$ cat src/rtl/i2s_pkg.sv
// Shared types and constants for the I2S transmitter.
package i2s_pkg;

    localparam int FRAME_PERIODS = 64;
    localparam int SLOT_PERIODS  = 32;
    // Widest sample the frame layout can carry (one slot minus the delay bit).
    localparam int MAX_DATA_W    = 31;

    typedef enum logic [0:0] {
        IDLE = 1'b0,
        RUN  = 1'b1
    } state_t;

    // Samples are stored at the widest legal width; only the low DATA_W bits are sent.
    typedef struct packed {
        logic signed [MAX_DATA_W-1:0] lft;
        logic signed [MAX_DATA_W-1:0] rght;
    } stereo_smpl_t;

    // Serial bit carried in bit period 'per' of a frame (standard one-bit-delayed I2S).
    function automatic logic slot_bit(input stereo_smpl_t s, input logic [5:0] per,
                                      input int data_w);
        int         p;
        logic [4:0] idx;
        logic       b;
        p   = int'(per);
        idx = 5'd0;
        b   = 1'b0;
        if ((p >= 32'sd1) && (p <= data_w)) begin
            idx = 5'(data_w - p);
            b   = s.lft[idx];
        end else if ((p >= SLOT_PERIODS + 32'sd1) && (p <= SLOT_PERIODS + data_w)) begin
            idx = 5'(data_w + SLOT_PERIODS - p);
            b   = s.rght[idx];
        end else begin
            b = 1'b0;
        end
        return b;
    endfunction

endpackage

$ cat src/rtl/i2s_tx_sclk_gen.sv
// Bit-clock generator: divides clk into bit periods and counts periods in a frame.
module i2s_tx_sclk_gen
    import i2s_pkg::*;
#(
    parameter int SCLK_HALF = 16
) (
    input  logic       clk,
    input  logic       rst,
    input  logic       i_run,
    output logic       o_sclk,
    output logic [5:0] o_per_cnt,
    output logic       o_per_end,
    output logic       o_frm_end
);

    localparam int DIV_W = $clog2(2 * SCLK_HALF);
    localparam logic [DIV_W-1:0] DIV_LAST = DIV_W'(2 * SCLK_HALF - 1);
    localparam logic [DIV_W-1:0] DIV_HALF = DIV_W'(SCLK_HALF);

    logic [DIV_W-1:0] r_div_cnt;
    logic [DIV_W-1:0] w_div_nxt;
    logic [5:0]       r_per_cnt;
    logic             r_sclk;

    assign o_per_end = i_run && (r_div_cnt == DIV_LAST);
    assign o_frm_end = o_per_end && (r_per_cnt == 6'(FRAME_PERIODS - 1));
    assign o_sclk    = r_sclk;
    assign o_per_cnt = r_per_cnt;

    // Next divider value: free-running while running, parked at zero otherwise.
    always_comb begin
        w_div_nxt = '0;
        if (i_run) begin
            if (r_div_cnt == DIV_LAST) begin
                w_div_nxt = '0;
            end else begin
                w_div_nxt = r_div_cnt + DIV_W'(1);
            end
        end else begin
            w_div_nxt = '0;
        end
    end

    // Divider, period counter and registered bit clock (high in the second half-period).
    always_ff @(posedge clk) begin
        if (rst) begin
            r_div_cnt <= '0;
            r_per_cnt <= 6'd0;
            r_sclk    <= 1'b0;
        end else begin
            r_div_cnt <= w_div_nxt;
            r_sclk    <= (w_div_nxt >= DIV_HALF);
            if (!i_run) begin
                r_per_cnt <= 6'd0;
            end else if (o_per_end) begin
                r_per_cnt <= r_per_cnt + 6'd1;
            end
        end
    end

endmodule

$ cat src/rtl/i2s_tx.sv
// I2S bus-master transmitter with a double-buffered stereo sample input.
module i2s_tx
    import i2s_pkg::*;
#(
    parameter int DATA_W    = 24,
    parameter int SCLK_HALF = 16
) (
    input  logic              clk,
    input  logic              rst,
    input  logic              en,
    input  logic [DATA_W-1:0] lft_smpl,
    input  logic [DATA_W-1:0] rght_smpl,
    input  logic              smpl_vld,
    output logic              smpl_rdy,
    output logic              I2S_sclk,
    output logic              I2S_ws,
    output logic              I2S_data,
    output logic              frm_strt,
    output logic              underrun
);

    state_t       r_state;
    state_t       w_state_nxt;
    logic         w_start;
    logic         w_run;
    logic         w_per_end;
    logic         w_frm_end;
    logic [5:0]   w_per_cnt;
    logic [5:0]   w_per_nxt;
    logic         w_acc;
    stereo_smpl_t r_hold;
    stereo_smpl_t r_shadow;
    logic         r_full;
    logic         r_frm_strt;
    logic         r_underrun;
    logic         r_ws;
    logic         r_data;
    logic         w_ws_nxt;
    logic         w_data_nxt;

    assign w_run     = (r_state == RUN);
    assign w_acc     = smpl_vld && !r_full;
    assign w_per_nxt = w_per_cnt + 6'd1;

    assign smpl_rdy = ~r_full;
    assign I2S_ws   = r_ws;
    assign I2S_data = r_data;
    assign frm_strt = r_frm_strt;
    assign underrun = r_underrun;

    i2s_tx_sclk_gen #(
        .SCLK_HALF (SCLK_HALF)
    ) u_sclk_gen (
        .clk       (clk),
        .rst       (rst),
        .i_run     (w_run),
        .o_sclk    (I2S_sclk),
        .o_per_cnt (w_per_cnt),
        .o_per_end (w_per_end),
        .o_frm_end (w_frm_end)
    );

    // Run/idle decision; en only matters when idle or at a frame boundary.
    always_comb begin
        w_state_nxt = r_state;
        w_start     = 1'b0;
        case (r_state)
            IDLE: begin
                if (en) begin
                    w_state_nxt = RUN;
                    w_start     = 1'b1;
                end else begin
                    w_state_nxt = IDLE;
                end
            end
            RUN: begin
                if (w_frm_end) begin
                    if (en) begin
                        w_start = 1'b1;
                    end else begin
                        w_state_nxt = IDLE;
                    end
                end else begin
                    w_state_nxt = RUN;
                end
            end
            default: begin
                w_state_nxt = IDLE;
            end
        endcase
    end

    // State register.
    always_ff @(posedge clk) begin
        if (rst) begin
            r_state <= IDLE;
        end else begin
            r_state <= w_state_nxt;
        end
    end

    // Frame-start and underrun pulses, aligned with the first cycle of period 0.
    always_ff @(posedge clk) begin
        if (rst) begin
            r_frm_strt <= 1'b0;
            r_underrun <= 1'b0;
        end else begin
            r_frm_strt <= w_start;
            r_underrun <= w_start && !(r_full || w_acc);
        end
    end

    // Double buffer: holding takes new pairs, shadow is swapped in during the frm_strt cycle.
    always_ff @(posedge clk) begin
        if (rst) begin
            r_hold   <= '0;
            r_shadow <= '0;
            r_full   <= 1'b0;
        end else begin
            if (w_acc) begin
                r_hold <= '{lft: MAX_DATA_W'(lft_smpl), rght: MAX_DATA_W'(rght_smpl)};
            end
            if (r_frm_strt) begin
                r_shadow <= r_full ? r_hold : '0;
                r_full   <= w_acc;
            end else if (w_acc) begin
                r_full <= 1'b1;
            end
        end
    end

    // Word select and data for the period about to begin, updated on the sclk falling edge.
    always_comb begin
        w_ws_nxt   = r_ws;
        w_data_nxt = r_data;
        if (w_per_end) begin
            w_ws_nxt   = (w_per_nxt >= 6'(SLOT_PERIODS));
            w_data_nxt = slot_bit(r_shadow, w_per_nxt, DATA_W);
        end else begin
            w_ws_nxt   = r_ws;
            w_data_nxt = r_data;
        end
    end

    // Serial output registers.
    always_ff @(posedge clk) begin
        if (rst) begin
            r_ws   <= 1'b0;
            r_data <= 1'b0;
        end else begin
            r_ws   <= w_ws_nxt;
            r_data <= w_data_nxt;
        end
    end

endmodule

$ cat config.mk
export PLATFORM = sky130hd
export DESIGN_NAME = i2s_tx
export DESIGN_NICKNAME = d
export VERILOG_FILES = /design/src/rtl/i2s_pkg.sv /design/src/rtl/i2s_tx_sclk_gen.sv /design/src/rtl/i2s_tx.sv
export SDC_FILE = /design/constraint.sdc
export NUM_CORES = 1
export LEC_CHECK = 0
export CAP_MARGIN = 5
export CORE_MARGIN = 8
export CORE_UTILIZATION = 55
export CTS_BUF_LIST = sky130_fd_sc_hd__clkbuf_4 sky130_fd_sc_hd__clkbuf_8 sky130_fd_sc_hd__clkbuf_16
export CTS_CLUSTER_DIAMETER = 100
export DETAILED_ROUTE_END_ITERATION = 12
export PLACE_DENSITY_LB_ADDON = 0.05
export SYNTH_ARGS = -nofsm -noshare
export SYNTH_HDL_FRONTEND = slang
export SYNTH_SLANG_ARGS = --single-unit
$ cat constraint.sdc
create_clock -name clk -period 3.2 [get_ports clk]
set_input_delay 0.64 -clock clk [delete_from_list [all_inputs] [get_ports clk]]
set_output_delay 0.64 -clock clk [all_outputs]
set_load 0.05 [all_outputs]
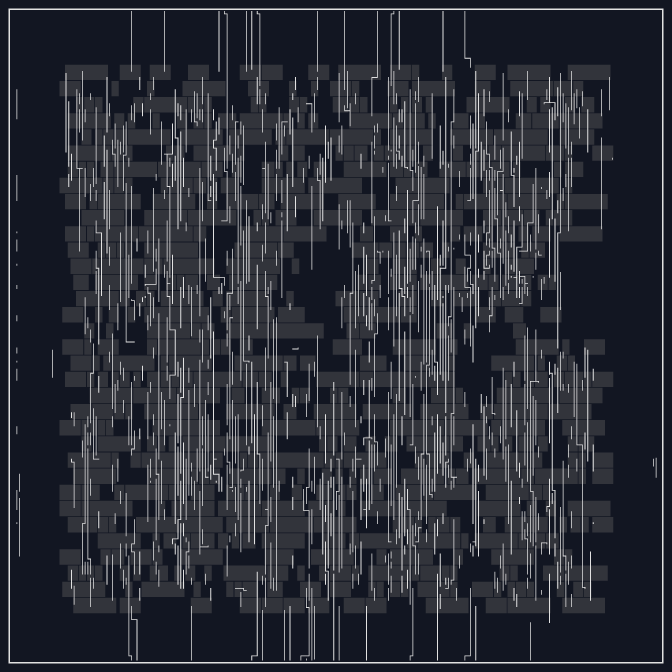
Fig. 1. Signal wires on met2.
longest straight run: 45.9 um
main direction: vertical
nets with wire on the layer: 522
wire length on this layer: 5280 um
Vias: 3944
final wirelength: 11100 um
met2 GRT Util: 30.9%

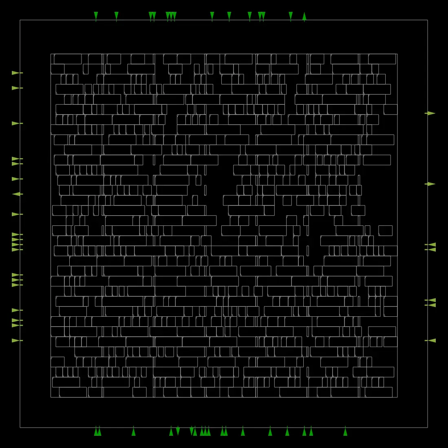
Fig. 2. Placed standard cells.
Seq area share: 37.7%
standard-cell rows: 34
core footprint: 0.00864 mm2

==> flow_metrics.tcl <==
# metrics dict for downstream scripts
set metrics [dict create \
    layout.nets 669 \
    dpl.hpwl_um 7340 \
    top_layer "met4" \
    crit_path_end "I2S_data" \
    gr-usage-met1_pct 24.3 \
    post_cts_buffers 0 \
    wl_met3_um 384 \
    seq_area_mm2 0.00226 \
    arrival_ns 3.12 \
    top_area_cell "dfxtp_1" \
    yosys-top-cells-count "dfxtp_1, nand2_1, a21oi_1" \
    r2r_slack_ns 0.46 \
    crit_fanout 16 \
    fin_hold_ws_ns 0.456 \
    min_to "r_hold[48]" \
    worstMarginPinSlew_ns 0.767 \
    gr-total-overflow 0 \
    num-nonclk-buffers 65 \
    place_ws_ns 0.453 \
    dr.first_iter.drc_count 150 \
    worstSetupStartpointType "register" \
    status "completed" \
    crit_family "adder cells" \
    htreeDepth 4 \
    cts_hold_buffers 0 \
    synth-seq-area-share_pct 46.8 \
    route.detailed.wl_per_inst_um 15.1 \
    finalMaxSlewViolations 0 \
    setup.worst_path.end_class "register" \
    crit_type "register to register" \
    leakagePower_uw 0.00226 \
    cts_resized 0 \
    finalSetupViolCount 0 \
    ant_nets 0 \
    io_buffers 57 \
    nFillCells 715 \
    grt_first_pass_wirelength_um 18400 \
    path_clk_slew_ns 0.06 \
    cts_num_sinks 113 \
    synthCells 573 \
    comb_area_mm2 0.00235 \
    top_cell_area_share_pct 46.8 \
    cts_made_buffers 17 \
    timing.rr.start "u_sclk_gen.o_per_cnt[1]" \
    gp_congestion 0.844 \
    warnings 27 \
    ys.flop_type "dfxtp_1" \
    hold_viol 0 \
    whs_path_depth 2 \
    cpPeakStageDelay_ns 0.78 \
    met1_length_um 5210 \
    synth_chip_area_mm2 0.00484 \
    die_width_um 110 \
    buf_share_pct 10.6 \
    async_flop_share_pct 0 \
    antenna_found_initial 0 \
    n_all_inverters 8 \
    grt_max_degree 68 \
    avgViaCountPerCell 5.38 \
    period_used_pct 85.6 \
    cts_tree "yes" \
    utilization_pct 69.6 \
    fin_skew_ns 0.0107 \
    ioPinCount 58 \
    drt_first_pass_iters 4 \
    slew_headroom_pct 48.8 \
]
flip-flops by register name, indices dropped and copies added, names as in the netlist:
signal and cells:
I2S_data 1, I2S_ws 1, frm_strt 1, r_full 1, r_hold 48, r_shadow 48
r_state 1, u_sclk_gen.o_per_cnt 6, u_sclk_gen.o_sclk 1, u_sclk_gen.r_div_cnt 4, underrun 1
cells by family after synthesis:
logic type	count (synthesis)	share of synthesized area (%)
compound gates	128	15.3
xor+xnor	8	1.45
fa+ha+maj	4	1.03
buf+inv	52	4.81
flops	113	46.8
mux	14	6.00
simple gates	254	24.6
where the power goes:
group | switching, uW | leakage [uW] | internal [uW]
Clock | 682 | 0.000282 | 1190
Sequential | 28.4 | 0.000919 | 1450
Combinational | 111 | 0.00105 | 97.8
Power is estimated from default activity; no workload was simulated.
